$ cat src/rtl/ctrl_pkg.sv
// Shared encodings for the multi-cycle MIPS main control unit.
// Optional jump support is enabled by defining MULTICYCLE_CTRL_JUMP_EN.
package ctrl_pkg;

    localparam logic [5:0] R_FORMAT = 6'd0;
    localparam logic [5:0] J        = 6'd2;
    localparam logic [5:0] BEQ      = 6'd4;
    localparam logic [5:0] BNE      = 6'd5;
    localparam logic [5:0] ADDI     = 6'd8;
    localparam logic [5:0] ANDI     = 6'd12;
    localparam logic [5:0] ORI      = 6'd13;
    localparam logic [5:0] LW       = 6'd35;
    localparam logic [5:0] SW       = 6'd43;

    localparam logic [2:0] ALU_ADD  = 3'b000;
    localparam logic [2:0] ALU_SUB  = 3'b001;
    localparam logic [2:0] ALU_FUNC = 3'b010;
    localparam logic [2:0] ALU_AND  = 3'b011;
    localparam logic [2:0] ALU_OR   = 3'b100;

    localparam logic [1:0] SRCB_REG    = 2'b00;
    localparam logic [1:0] SRCB_FOUR   = 2'b01;
    localparam logic [1:0] SRCB_IMM    = 2'b10;
    localparam logic [1:0] SRCB_IMM_SH = 2'b11;

    localparam logic [1:0] PCSRC_ALU    = 2'b00;
    localparam logic [1:0] PCSRC_ALUOUT = 2'b01;
    localparam logic [1:0] PCSRC_JUMP   = 2'b10;

    typedef enum logic [3:0] {
        S_FETCH,
        S_DECODE,
        S_EXEC_R,
        S_R_WB,
        S_EXEC_I,
        S_I_WB,
        S_MEM_ADDR,
        S_MEM_READ,
        S_MEM_WB,
        S_MEM_WRITE,
        S_BRANCH,
`ifdef MULTICYCLE_CTRL_JUMP_EN
        S_JUMP,
`endif
        S_TRAP
    } state_e;

    typedef enum logic [2:0] {
        CLS_R,
        CLS_MEM,
        CLS_BR,
        CLS_IMM,
        CLS_JMP,
        CLS_ILLEGAL
    } op_class_e;

endpackage

$ cat src/rtl/opcode_class.sv
// Combinational opcode classifier with per-opcode ALU operation.
// Opcode J is only legal when MULTICYCLE_CTRL_JUMP_EN is defined.
module opcode_class
    import ctrl_pkg::*;
#(
    parameter int OPCODE_W = 6
) (
    input  logic [OPCODE_W-1:0] opcode_i,
    output op_class_e           op_class_o,
    output logic [2:0]          alu_op_o
);

    always_comb begin
        op_class_o = CLS_ILLEGAL;
        alu_op_o   = ALU_ADD;
        unique case (1'b1)
            (opcode_i == OPCODE_W'(R_FORMAT)): begin
                op_class_o = CLS_R;
                alu_op_o   = ALU_FUNC;
            end
            (opcode_i == OPCODE_W'(LW)),
            (opcode_i == OPCODE_W'(SW)): begin
                op_class_o = CLS_MEM;
            end
            (opcode_i == OPCODE_W'(BEQ)),
            (opcode_i == OPCODE_W'(BNE)): begin
                op_class_o = CLS_BR;
                alu_op_o   = ALU_SUB;
            end
            (opcode_i == OPCODE_W'(ADDI)): begin
                op_class_o = CLS_IMM;
            end
            (opcode_i == OPCODE_W'(ANDI)): begin
                op_class_o = CLS_IMM;
                alu_op_o   = ALU_AND;
            end
            (opcode_i == OPCODE_W'(ORI)): begin
                op_class_o = CLS_IMM;
                alu_op_o   = ALU_OR;
            end
`ifdef MULTICYCLE_CTRL_JUMP_EN
            (opcode_i == OPCODE_W'(J)): begin
                op_class_o = CLS_JMP;
            end
`endif
            default: begin
                op_class_o = CLS_ILLEGAL;
            end
        endcase
    end

endmodule

$ cat src/rtl/multicycle_control.sv
// Multi-cycle MIPS main control FSM with memory handshake and traps.
// Define MULTICYCLE_CTRL_JUMP_EN to add the one-cycle JUMP state.
module multicycle_control
    import ctrl_pkg::*;
#(
    parameter int OPCODE_W    = 6,
    parameter int ALUOP_W     = 3,
    parameter int MEM_TIMEOUT = 16
) (
    input  logic                clk,
    input  logic                rst_n,
    input  logic [OPCODE_W-1:0] opcode,
    input  logic                mem_ready,
    output logic                mem_req,
    output logic                mem_read,
    output logic                mem_write,
    output logic                iord,
    output logic                ir_write,
    output logic                pc_write,
    output logic                pc_write_cond,
    output logic                pc_write_ne,
    output logic                reg_dst,
    output logic                reg_write,
    output logic                mem_to_reg,
    output logic                alu_src_a,
    output logic [1:0]          alu_src_b,
    output logic [ALUOP_W-1:0]  alu_op,
    output logic [1:0]          pc_source,
    output logic                instr_done,
    output logic                illegal_op,
    output logic                bus_err
);

    localparam int WCNT_W = $clog2(MEM_TIMEOUT + 2);
    localparam int WLAST  = (MEM_TIMEOUT > 0) ? MEM_TIMEOUT - 1 : 0;
    localparam logic [WCNT_W-1:0] WAIT_LAST = WCNT_W'(WLAST);

    state_e              state_q, state_d;
    logic [WCNT_W-1:0]   wait_q, wait_d;
    logic [OPCODE_W-1:0] opcode_q, opcode_d;
    logic                illegal_q, illegal_d;
    logic                bus_err_q, bus_err_d;

    logic [OPCODE_W-1:0] op_sel;
    op_class_e           op_cls;
    logic [2:0]          cls_alu_op;
    logic [2:0]          alu_op3;
    logic                timeout;

    // DECODE classifies the live opcode; later states use the latched copy.
    assign op_sel = (state_q == S_DECODE) ? opcode : opcode_q;

    opcode_class #(
        .OPCODE_W (OPCODE_W)
    ) u_opcode_class (
        .opcode_i   (op_sel),
        .op_class_o (op_cls),
        .alu_op_o   (cls_alu_op)
    );

    assign timeout = (MEM_TIMEOUT != 0) && (wait_q == WAIT_LAST);

    assign alu_op     = ALUOP_W'(alu_op3);
    assign illegal_op = illegal_q;
    assign bus_err    = bus_err_q;

    always_ff @(posedge clk) begin
        if (!rst_n) begin
            state_q   <= S_FETCH;
            wait_q    <= '0;
            opcode_q  <= '0;
            illegal_q <= 1'b0;
            bus_err_q <= 1'b0;
        end else begin
            state_q   <= state_d;
            wait_q    <= wait_d;
            opcode_q  <= opcode_d;
            illegal_q <= illegal_d;
            bus_err_q <= bus_err_d;
        end
    end

    always_comb begin
        state_d       = state_q;
        wait_d        = wait_q;
        opcode_d      = opcode_q;
        illegal_d     = illegal_q;
        bus_err_d     = bus_err_q;
        mem_req       = 1'b0;
        mem_read      = 1'b0;
        mem_write     = 1'b0;
        iord          = 1'b0;
        ir_write      = 1'b0;
        pc_write      = 1'b0;
        pc_write_cond = 1'b0;
        pc_write_ne   = 1'b0;
        reg_dst       = 1'b0;
        reg_write     = 1'b0;
        mem_to_reg    = 1'b0;
        alu_src_a     = 1'b0;
        alu_src_b     = SRCB_REG;
        alu_op3       = ALU_ADD;
        pc_source     = PCSRC_ALU;
        instr_done    = 1'b0;

        unique case (state_q)
            S_FETCH: begin
                mem_req   = 1'b1;
                mem_read  = 1'b1;
                alu_src_b = SRCB_FOUR;
                ir_write  = mem_ready;
                pc_write  = mem_ready;
                if (mem_ready) begin
                    state_d = S_DECODE;
                end else if (timeout) begin
                    state_d   = S_TRAP;
                    bus_err_d = 1'b1;
                end
            end
            S_DECODE: begin
                alu_src_b = SRCB_IMM_SH;
                opcode_d  = opcode;
                unique case (op_cls)
                    CLS_R:   state_d = S_EXEC_R;
                    CLS_MEM: state_d = S_MEM_ADDR;
                    CLS_BR:  state_d = S_BRANCH;
                    CLS_IMM: state_d = S_EXEC_I;
`ifdef MULTICYCLE_CTRL_JUMP_EN
                    CLS_JMP: state_d = S_JUMP;
`endif
                    default: begin
                        state_d   = S_TRAP;
                        illegal_d = 1'b1;
                    end
                endcase
            end
            S_EXEC_R: begin
                alu_src_a = 1'b1;
                alu_op3   = ALU_FUNC;
                state_d   = S_R_WB;
            end
            S_R_WB: begin
                reg_dst    = 1'b1;
                reg_write  = 1'b1;
                instr_done = 1'b1;
                state_d    = S_FETCH;
            end
            S_EXEC_I: begin
                alu_src_a = 1'b1;
                alu_src_b = SRCB_IMM;
                alu_op3   = cls_alu_op;
                state_d   = S_I_WB;
            end
            S_I_WB: begin
                reg_write  = 1'b1;
                instr_done = 1'b1;
                state_d    = S_FETCH;
            end
            S_MEM_ADDR: begin
                alu_src_a = 1'b1;
                alu_src_b = SRCB_IMM;
                if (opcode_q == OPCODE_W'(LW)) begin
                    state_d = S_MEM_READ;
                end else begin
                    state_d = S_MEM_WRITE;
                end
            end
            S_MEM_READ: begin
                mem_req  = 1'b1;
                mem_read = 1'b1;
                iord     = 1'b1;
                if (mem_ready) begin
                    state_d = S_MEM_WB;
                end else if (timeout) begin
                    state_d   = S_TRAP;
                    bus_err_d = 1'b1;
                end
            end
            S_MEM_WB: begin
                mem_to_reg = 1'b1;
                reg_write  = 1'b1;
                instr_done = 1'b1;
                state_d    = S_FETCH;
            end
            S_MEM_WRITE: begin
                mem_req   = 1'b1;
                mem_write = 1'b1;
                iord      = 1'b1;
                if (mem_ready) begin
                    instr_done = 1'b1;
                    state_d    = S_FETCH;
                end else if (timeout) begin
                    state_d   = S_TRAP;
                    bus_err_d = 1'b1;
                end
            end
            S_BRANCH: begin
                alu_src_a  = 1'b1;
                alu_op3    = ALU_SUB;
                pc_source  = PCSRC_ALUOUT;
                instr_done = 1'b1;
                if (opcode_q == OPCODE_W'(BEQ)) begin
                    pc_write_cond = 1'b1;
                end else begin
                    pc_write_ne = 1'b1;
                end
                state_d = S_FETCH;
            end
`ifdef MULTICYCLE_CTRL_JUMP_EN
            S_JUMP: begin
                pc_write   = 1'b1;
                pc_source  = PCSRC_JUMP;
                instr_done = 1'b1;
                state_d    = S_FETCH;
            end
`endif
            S_TRAP: begin
                state_d = S_TRAP;
            end
            default: begin
                state_d = S_TRAP;
            end
        endcase

        // Any state change restarts the wait count for the next access.
        if (state_d != state_q) begin
            wait_d = '0;
        end else if (mem_req && !mem_ready && (wait_q != '1)) begin
            wait_d = wait_q + 1'b1;
        end
    end

endmodule

$ cat config.mk
export PLATFORM = sky130hd
export DESIGN_NAME = multicycle_control
export DESIGN_NICKNAME = d
export VERILOG_FILES = /design/src/rtl/ctrl_pkg.sv /design/src/rtl/opcode_class.sv /design/src/rtl/multicycle_control.sv
export SDC_FILE = /design/constraint.sdc
export NUM_CORES = 1
export LEC_CHECK = 0
export CAP_MARGIN = 5
export CORE_MARGIN = 8
export CORE_UTILIZATION = 51
export DETAILED_ROUTE_END_ITERATION = 8
export PLACE_DENSITY = 0.79
export SYNTH_ARGS = -nofsm -noshare
export SYNTH_HDL_FRONTEND = slang
export SYNTH_SLANG_ARGS = --single-unit
$ cat constraint.sdc
create_clock -name clk -period 2.61 [get_ports clk]
set_clock_uncertainty 0.05 [all_clocks]
set_input_delay 0.261 -clock clk [delete_from_list [all_inputs] [get_ports clk]]
set_output_delay 0.261 -clock clk [all_outputs]
set_load 0.01 [all_outputs]
**Run 1: PDN straps and rails**

Drawn at 6 px/um. Pins as bars on the die edge. Tap cells in grey.
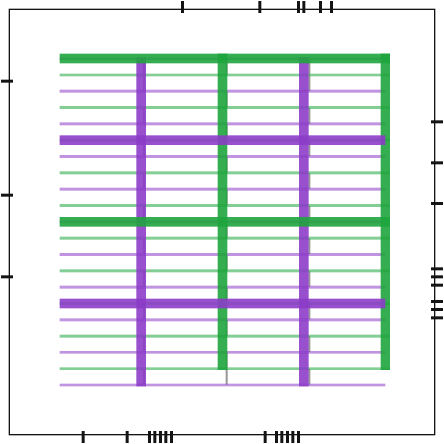
Green marks VDD. Purple marks VSS.
21 met1 rails follow the rows. 33 tap cells. 4 straps on met4. 4 straps on met5.

**Run 1: metal layers overlaid**

Drawn at 6 px/um.
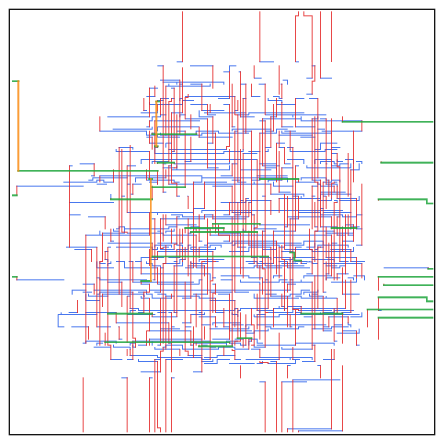
Orange marks metal 4, wire length 39.4 um. Blue marks metal 1, wire length 1790 um. Green marks metal 3, wire length 232 um. Red marks metal 2, wire length 1820 um.

**Run 1: M3 wires**

Drawn at 4 px/um. Cells faint in the background.
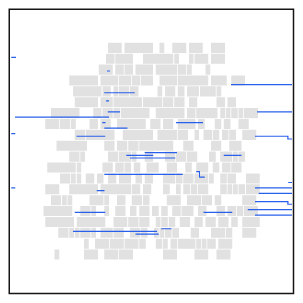
The layer carries 232 um of wire. The longest straight run is 23.2 um. The layer holds 6.0% of the routed length. 28 nets have wire on it.

==> run notes, run 1 <==
Implementation results are summarized by area below.

Outcome
The run finished with clean final reports.

Placement
The port buffer count is 29. The number of cells in the design after placement is 262.

Final layout
For this run, the post-layout net count is around 250. The cell type taking the most area is logic gates. The data-path buffer share of cell area in the final layout is 0.2099. Counting the fill cells in the layout gives approximately 260.

The final layout report lists a clock buffer count of 4. The fraction of the core area covered by cells at the end of the flow is 0.6581. The multi-input logic portion of the cell area is 0.5647. The fraction of layout instances using a drive strength above 1 is 0.1502.

The registers reported with the highest flop counts are opcode_q x6, wait_q x5, state_q x4. The growth of design area from synthesis to finish is 27.50%. The number of antenna diodes in the final layout is 0.

Synthesis
The multiplexer share of the synthesized area is 0.01642. In this run the mean area of a mapped cell was approximately 7.5 um2. During synthesis, Yosys emitted a total of 0 warnings.

When the netlist entered floorplanning its net count stood at approximately 220. The sequential element share of the synthesized area is 0.2233. The xor/xnor share of the synthesized area is 0.02299. The proportion of synthesized flip-flops having asynchronous set or reset is 0. The biggest area consumer among synthesized cells is sky130_fd_sc_hd__dfxtp_1. Of the combinational cells, the family taking the most area is simple AND/OR/NAND/NOR gates. In this run, the synthesized area fraction spent on AND-OR/OR-AND gates is recorded as 0.2521. The share of synthesized area in the top cell type comes to 0.2233.

Clocking
Per the repair_timing log after CTS, setup buffers inserted total 0. The clock sink count is 17. The maximum clock path buffer count is 2.

Post-CTS repair changed the size of 2 cells.

Routing
The first-iteration detailed-routing DRC count is 146. Per the detail_route report, the via count comes to between 1500 and 2000. The final antenna-violating net count is 0.

The length of routed met3 wiring is roughly 230 um.

Worst hold path
The tightest min-delay check is of the flop to flop type. The endpoint with the worst hold slack is illegal_op.

Worst setup path
The reg2reg setup slack is 130 ps. The worst setup path is of the flop to output pin kind. The worst register-to-register path ends at wait_q[1]. The critical path's top delay family is simple AND/OR/NAND/NOR gates. The endpoint of the worst setup timing path is alu_op[2].

STA
The part of the cycle the worst path needs is 0.9601. The maximum frequency from static timing analysis is approximately 400 MHz. The final layout reports a setup TNS of 0 ps.

The final period demand of the worst path is ~2500 ps. Across all hold checks on the routed design, the worst slack comes to between 400 and 500 ps. Once routing completed, OpenROAD measured the worst setup slack at 104.2 ps.

Pwr
The design internal power is a little over 900 uW. The leakage component of the power was reported as 0.0007551 uW. The peak ir drop on the vdd network is about 0.52 mV. The proportion of power drawn by the clock network is 0.081. The net switching share of the total power is 0.4502. Power comes to around 1600 uW. The power dissipated in combinational cells is 1140 uW. Sequential cells consume a total of 373 uW. The clock group power is roughly 130 uW.

Floorplanning
The number of cell rows is 20. From bottom edge to top edge, the die measures around 71 um. The die extent in x is about 71 um.

Global routing
The largest net degree at the start of global routing is 27. The initial antenna violation count was 0. The met1 global-route usage is 0.2007.

The total routing usage reported by global routing is 0.1517.
==> run 1: cell usage in the layout (no fill, tap or decap), types with 6 or more instances in the layout <==
cell type / netlist / layout
sky130_fd_sc_hd__a21oi_1: 14 / 14
sky130_fd_sc_hd__dfxtp_1: 17 / 14
sky130_fd_sc_hd__nand2_1: 16 / 16
sky130_fd_sc_hd__nand2b_1: 8 / 8
sky130_fd_sc_hd__o21ai_0: 7 / 7
sky130_fd_sc_hd__nor3_1: 14 / 12
sky130_fd_sc_hd__buf_4: 4 / 15
sky130_fd_sc_hd__nor2_1: 14 / 14
sky130_fd_sc_hd__clkdlybuf4s50_1: 0 / 27
sky130_fd_sc_hd__a21boi_1: 6 / 6
sky130_fd_sc_hd__inv_1: 7 / 7
--- run 2 (diff from run 1) ---
- clock period: 2.61 -> 2.4 ns (I/O delays scaled with it)
==> run notes, run 2 <==
Implementation results are summarized by area below.

Final layout
By instance count after routing, the leading logic cell type is sky130_fd_sc_hd__buf_4. The final layout net count is around 260. The antenna cell count is 0. The most common logic cells in the final layout are 27 x sky130_fd_sc_hd__buf_4, 20 x sky130_fd_sc_hd__clkdlybuf4s50_1, 16 x sky130_fd_sc_hd__nand2_1. Per the layout report, the design carries 215 filler cells. The fraction of the core area covered by cells at the end of the flow is 0.7453. The growth of design area from synthesis to finish is 44.42%. The largest registers in the layout are opcode_q x6, wait_q x5, state_q x4. In the final layout, the share of cells above drive strength 1 is 0.2661.

Pwr
Of the total power, the clock network draws 0.075. The total sequential power is approximately 410 uW. The clock network consumes a total of 155 uW.

The leakage dissipation is between 0.0008 and 0.0009 uW. The net switching share of the total power is 0.4719. The peak ir drop on the vdd network is ~0.48 mV. The relative contribution of combinational cells to total power is 0.728. The internal power of the cells totals 1091 uW. The power dissipated in combinational cells is about 1500 uW. The total power after layout is just over 2000 uW.

Worst hold path
The worst hold path begins at illegal_op. The endpoint with the worst hold slack is illegal_op. Hold analysis shows the worst path with a depth of 2.

The path category of the worst min-delay check is flop to flop.

Global routing
The via count of the first global-routing pass is roughly 1500. The largest net degree at the start of global routing is 26. The met1 global-route usage is 0.2210. The initial antenna violation count came to 0. The global routing report lists combined usage of all routing layers as 0.1742.

Clocking
The number of buffers created by CTS is 3. The count of instances resized after the clock tree is built is 20. The post-CTS setup buffer count is 1. The clock reaches the later pin of the worst-skew pair after approximately 300 ps.

TritonCTS built the clock tree. The clock net in this run drives a total of 17 sinks. The clock slew seen by the registers of the worst setup and hold paths is around 100 ps.

Looking at the clock tree report, the maximum root-to-sink buffer count equals 2.

Run
The tally of max-capacitance violations is 0.

Synthesis
The area fraction in compound gates is 0.2521. The xor/xnor share of the synthesized area is 0.02299. The largest total area in the synthesized netlist belongs to sky130_fd_sc_hd__dfxtp_1. Yosys reported that registers with async set or reset make up 0. The most instantiated flip-flop cell in the synthesis netlist is sky130_fd_sc_hd__dfxtp_1. The sequential element share of the synthesized area is 0.2233.

Counting the warning lines in the Yosys log gives 0. The net count after synthesis is approximately 220. The top-area cell type share of the netlist area is 0.2233. Yosys reports the multiplexer fraction of the synthesized area as 0.01642. The largest combinational cell category by area is simple AND/OR/NAND/NOR gates. Dividing the synthesized area by the synthesized cell count gives roughly 7.5 um2.

Synthesis produced roughly 200 cells. The number of flops mapped to enable cells by yosys is 0.

Worst setup path
The critical path's top delay family is simple AND/OR/NAND/NOR gates. On the critical path the data arrives at 2500 ps. The endpoint identified for the worst register-to-register timing path is wait_q[0]. The kind of launch point of the worst setup path is a flop. The STA report counts the stages on the worst setup path as 9. The critical path goes through ha_4 -> and3_4 -> ha_2 -> or3_4 -> a221oi_4 -> o31ai_4 -> xnor2_1 -> buf_4 -> nor4_4. By startpoint and endpoint, the worst setup path is classified as flop to flop. The reg2reg setup slack is approximately 58 ps. The endpoint of the worst setup timing path is wait_q[0]. The number of buffers and inverters on the critical path is 1.

Floorplanning
For this design the top-level I/O count stands at 31. The number of cell rows is 20. The die extent in x is just over 70 um. According to the floorplan report, the die height is 70.67 um.

Routing
The count of vias placed by the detailed router is approximately 1700. The first-iteration detailed-routing DRC count is between 200 and 300. The script parses the final routing iteration and logs DRC violations as 0. The met1 layer wirelength in the final routing is between 2000 and 2500 um. The length of routed met3 wiring is 190 um. The detail route stage leaves a number of antenna-violating nets equal to 0. The total wire length after detailed routing is 4715 um.

STA
On the final layout, the worst hold slack is approximately 430 ps. For the finished layout, the period the worst path requires is roughly 2300 ps. The maximum frequency from static timing analysis is roughly 430 MHz.

Counting pins that exceed their max-slew limit in the final report gives 0. The part of the cycle the worst path needs is 0.9759. The final setup TNS is 0 ps.

In the post-route analysis, the smallest setup slack over all paths is between 50 and 60 ps.

Outcome
The run finished with clean final reports.

Placement
The port buffer count is 29. Counting tap cells, the placed design contains a total of ~270 instances.
run 2: netlist changes by cell type in the layout (fill, tap and decap cells not counted), moves of 3 or more:
cell and delta:
sky130_fd_sc_hd__dlygate4sd2_1 +6, sky130_fd_sc_hd__clkdlybuf4s50_1 -7, sky130_fd_sc_hd__buf_4 +12, sky130_fd_sc_hd__nor4_4 +4, sky130_fd_sc_hd__dfxtp_1 -3, sky130_fd_sc_hd__dfxtp_2 +3, sky130_fd_sc_hd__nor4_1 -3
run 2: final cells by class:
type                       instances  area, um2  area share
multi-input combinational        161       1222      0.5554
timing repair buffer              59      535.5      0.2433
sequential                        17      347.8      0.1580
tap                               33      41.29     0.01876
inverter                           7      26.28     0.01194
clock buffer                       3      22.52     0.01023
clock inverter                     1      5.005    0.002274
**Run 2: PDN straps and rails**

Drawn at 6 px/um. Pins as bars on the die edge. Tap cells in grey.
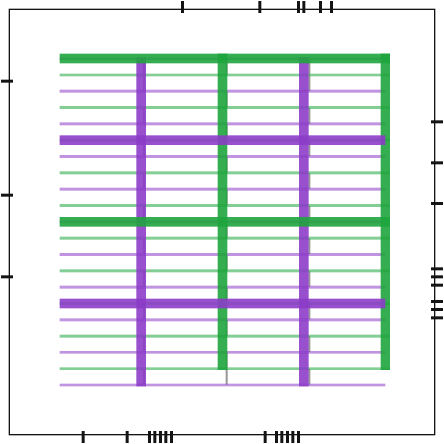
Green marks VDD. Purple marks VSS.
The core has 20 rows. 21 met1 rails follow the rows. 4 straps on met5. 4 straps on met4. 33 tap cells.

--- run 3 (diff from run 2) ---
==> constraint.sdc (replaced) <==
create_clock -name clk -period 2.55 [get_ports clk]
set_clock_uncertainty 0.05 [all_clocks]
set_input_delay 0.51 -clock clk [delete_from_list [all_inputs] [get_ports clk]]
set_output_delay 0.51 -clock clk [all_outputs]
set_load 0.01 [all_outputs]
==> run notes, run 3 <==
Implementation results are summarized by area below.

Final layout
The antenna cell count is 0. The layout report lists the non-clock buffer share of cell area as 0.2541. The multi-input logic portion of the cell area is 0.5383.

In the layout the commonest cells are 29 x sky130_fd_sc_hd__buf_4, 18 x sky130_fd_sc_hd__clkdlybuf4s50_1, 16 x sky130_fd_sc_hd__nand2_1. The final layout net count is approximately 260. By instance count after routing, the leading logic cell type is sky130_fd_sc_hd__buf_4. The finished layout reports a core utilization of 0.7186. In the final layout, the share of cells above drive strength 1 is 0.2510. The growth of design area from synthesis to finish is 39.24%. The area occupied by registers is 345.3 um2. The finished cells cover 2122 um2. The largest registers in the layout are opcode_q x6, wait_q x5, state_q x4. In the final design, more cell area goes to logic gates than to any other class. The layout inverter count without the clock tree is 7. Multi-input combinational cells in the finished layout were counted as roughly 160. The total of clock buffers placed in the layout is 3. The flop share of the area is 0.1627. The combinational gate area is between 1000 and 1500 um2. Sequential cells placed in the final layout were counted as 17. The plain and repair buffers instantiated in the layout total slightly above 60. After filler insertion, the fill cell instance count of the layout stands at 251.

The fraction of final cell area spent on clock buffers and inverters in this run is 0.01297.

Pwr
The relative contribution of combinational cells to total power is 0.717. The flow reports power dissipated in the clock network as about 140 uW. The power dissipated in combinational cells is 1300 uW. The net switching share of the total power is 0.4525. The proportion of power drawn by the clock network is 0.078. Per the OpenROAD power report, leakage power amounts to 0.0008706 uW. Summing internal, switching and leakage power gives between 1500 and 2000 uW. Internal power comes to slightly below 1000 uW. IR analysis of the VDD net gives a maximum drop of ~0.62 mV. The total sequential power is 371 uW.

Floorplanning
The die covers ~5000 um2. The number of cell rows is 20. The share of the core area taken by cells at floorplan is 0.5161.

The number of placed I/O pins is 31. The inserted tap cell count is 33. Per the OpenROAD floorplan log, the width of the die is between 70 and 80 um. Measured along the y axis, the die boundary spans 70.67 um.

Placement
The number of cells in the design after placement is 280. The post-placement setup slack is -388.1 ps. Port buffering added 29 buffers.

Clocking
The clock latency at the later pin of the worst-skew pair is ~300 ps. The clock slew seen by the registers of the worst setup and hold paths is 100 ps. The CTS tree is yes. For this design, the sink count on the clock tree is 17. No sink is reached through more buffers than the 2 on the longest clock path. The report lists the number of cells resized after CTS as 17. The number of buffers created by CTS is 3.

Synthesis
The top-area cell type share of the netlist area is 0.2233. The most used flip-flop cell after synthesis is sky130_fd_sc_hd__dfxtp_1. The share of the Yosys chip area taken by registers is 0.2233.

By count the netlist is led by 17 x sky130_fd_sc_hd__dfxtp_1, 16 x sky130_fd_sc_hd__nand2_1, 14 x sky130_fd_sc_hd__a21oi_1, 14 x sky130_fd_sc_hd__nor2_1, 14 x sky130_fd_sc_hd__nor3_1. The yosys synthesis warning count is 0. After synthesis, the share of flip-flops with an asynchronous set or reset is 0. The synthesized instance count is 204. The cell total in the yosys stat output is about 200. The biggest area consumer among synthesized cells is sky130_fd_sc_hd__dfxtp_1. The synthesized design contains 0 enable-type register cells. Each instance of the synthesized netlist takes up on average approximately 7.5 um2. After synthesis the netlist holds a flip-flop and latch count of 17. The net count after synthesis is 216.

Worst setup path
In this run the worst setup path terminates at alu_op[1]. The critical path's top delay family is simple AND/OR/NAND/NOR gates. The total number of cells along the worst setup path is 6.

The kind of launch point of the worst setup path is a flop. The path type of the worst setup path is flop to output pin. The reg2reg setup slack is between 100 and 150 ps. The report lists the cells along the critical path as or4b_4 -> nand3_1 -> a22oi_1 -> o21ai_1 -> a211oi_1 -> buf_2. According to the timing report, the arrival time at the worst endpoint equals 1900 ps. The critical path buffer and inverter count is 1. The worst reg2reg path endpoint is wait_q[3].

Global routing
The via count of the first global-routing pass is 1505. The total global routing overflow is 0. The total routing usage reported by global routing is 0.1655. Entering global routing, the biggest net connects 26 pins. The initial antenna violation count is 0.

Outcome
The run finished with clean final reports.

STA
The pin slew with the least headroom to its limit is between 500 and 600 ps. The number of max-slew violations in the final report is 0. The final worst setup slack is about 87 ps. The part of the cycle the worst path needs is 0.9659. The maximum frequency from static timing analysis is between 400 and 500 MHz. In the final timing run, aggregate negative setup slack is 0 ps. The final period demand of the worst path is between 2000 and 2500 ps. The tightest hold path in the finished design has a slack of 411.6 ps.

Routing
In the routed design, unresolved DRC markers number 0. After the first detailed-routing iteration, the DRC count stood at around 180. The count of nets left with antenna violations once routing finished came out at 0.

Worst hold path
In the hold timing report, the worst path depth is 2. The type recorded for the worst min-delay path is flop to flop. The startpoint of the worst hold path is illegal_op. The path with the worst hold slack has its endpoint at illegal_op.

Run
The report counts max-capacitance violations totalling 0.
run 3: cell counts after synthesis:
Identical to the previous run, type by type.
run 3: kinds of logic after synthesis:
| kind of cell | Yosys count | synth area share |
|---|---|---|
| AOI/OAI and AO/OA | 56 | 0.2521 |
| xor gates and xnor gates | 4 | 0.02299 |
| adders and majority gates | 3 | 0.02463 |
| buffers and inverters | 26 | 0.08703 |
| DFF | 17 | 0.2233 |
| muxes | 2 | 0.01642 |
| other | 1 | 0.002461 |
| and+or+nand+nor | 95 | 0.3711 |
run 3: routing by layer:
layer,GRT usage,vias to the layer above,share of wire
met5,0,-,0
met4,0.06928,0,0.020
met3,0.03390,8,0.041
met2,0.2660,44,0.47
met1,0.2083,773,0.46
li1,-,835,-
**Run 3: metal layers overlaid**

Drawn at 6 px/um.
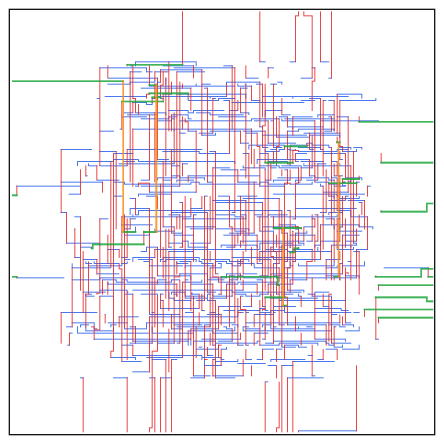
final wirelength: 4327 um
mean routed wirelength per cell: 15.24 um
count of vias placed by the detailed router: 1660

No activity file was given, so power comes from the tool's default toggle rates.
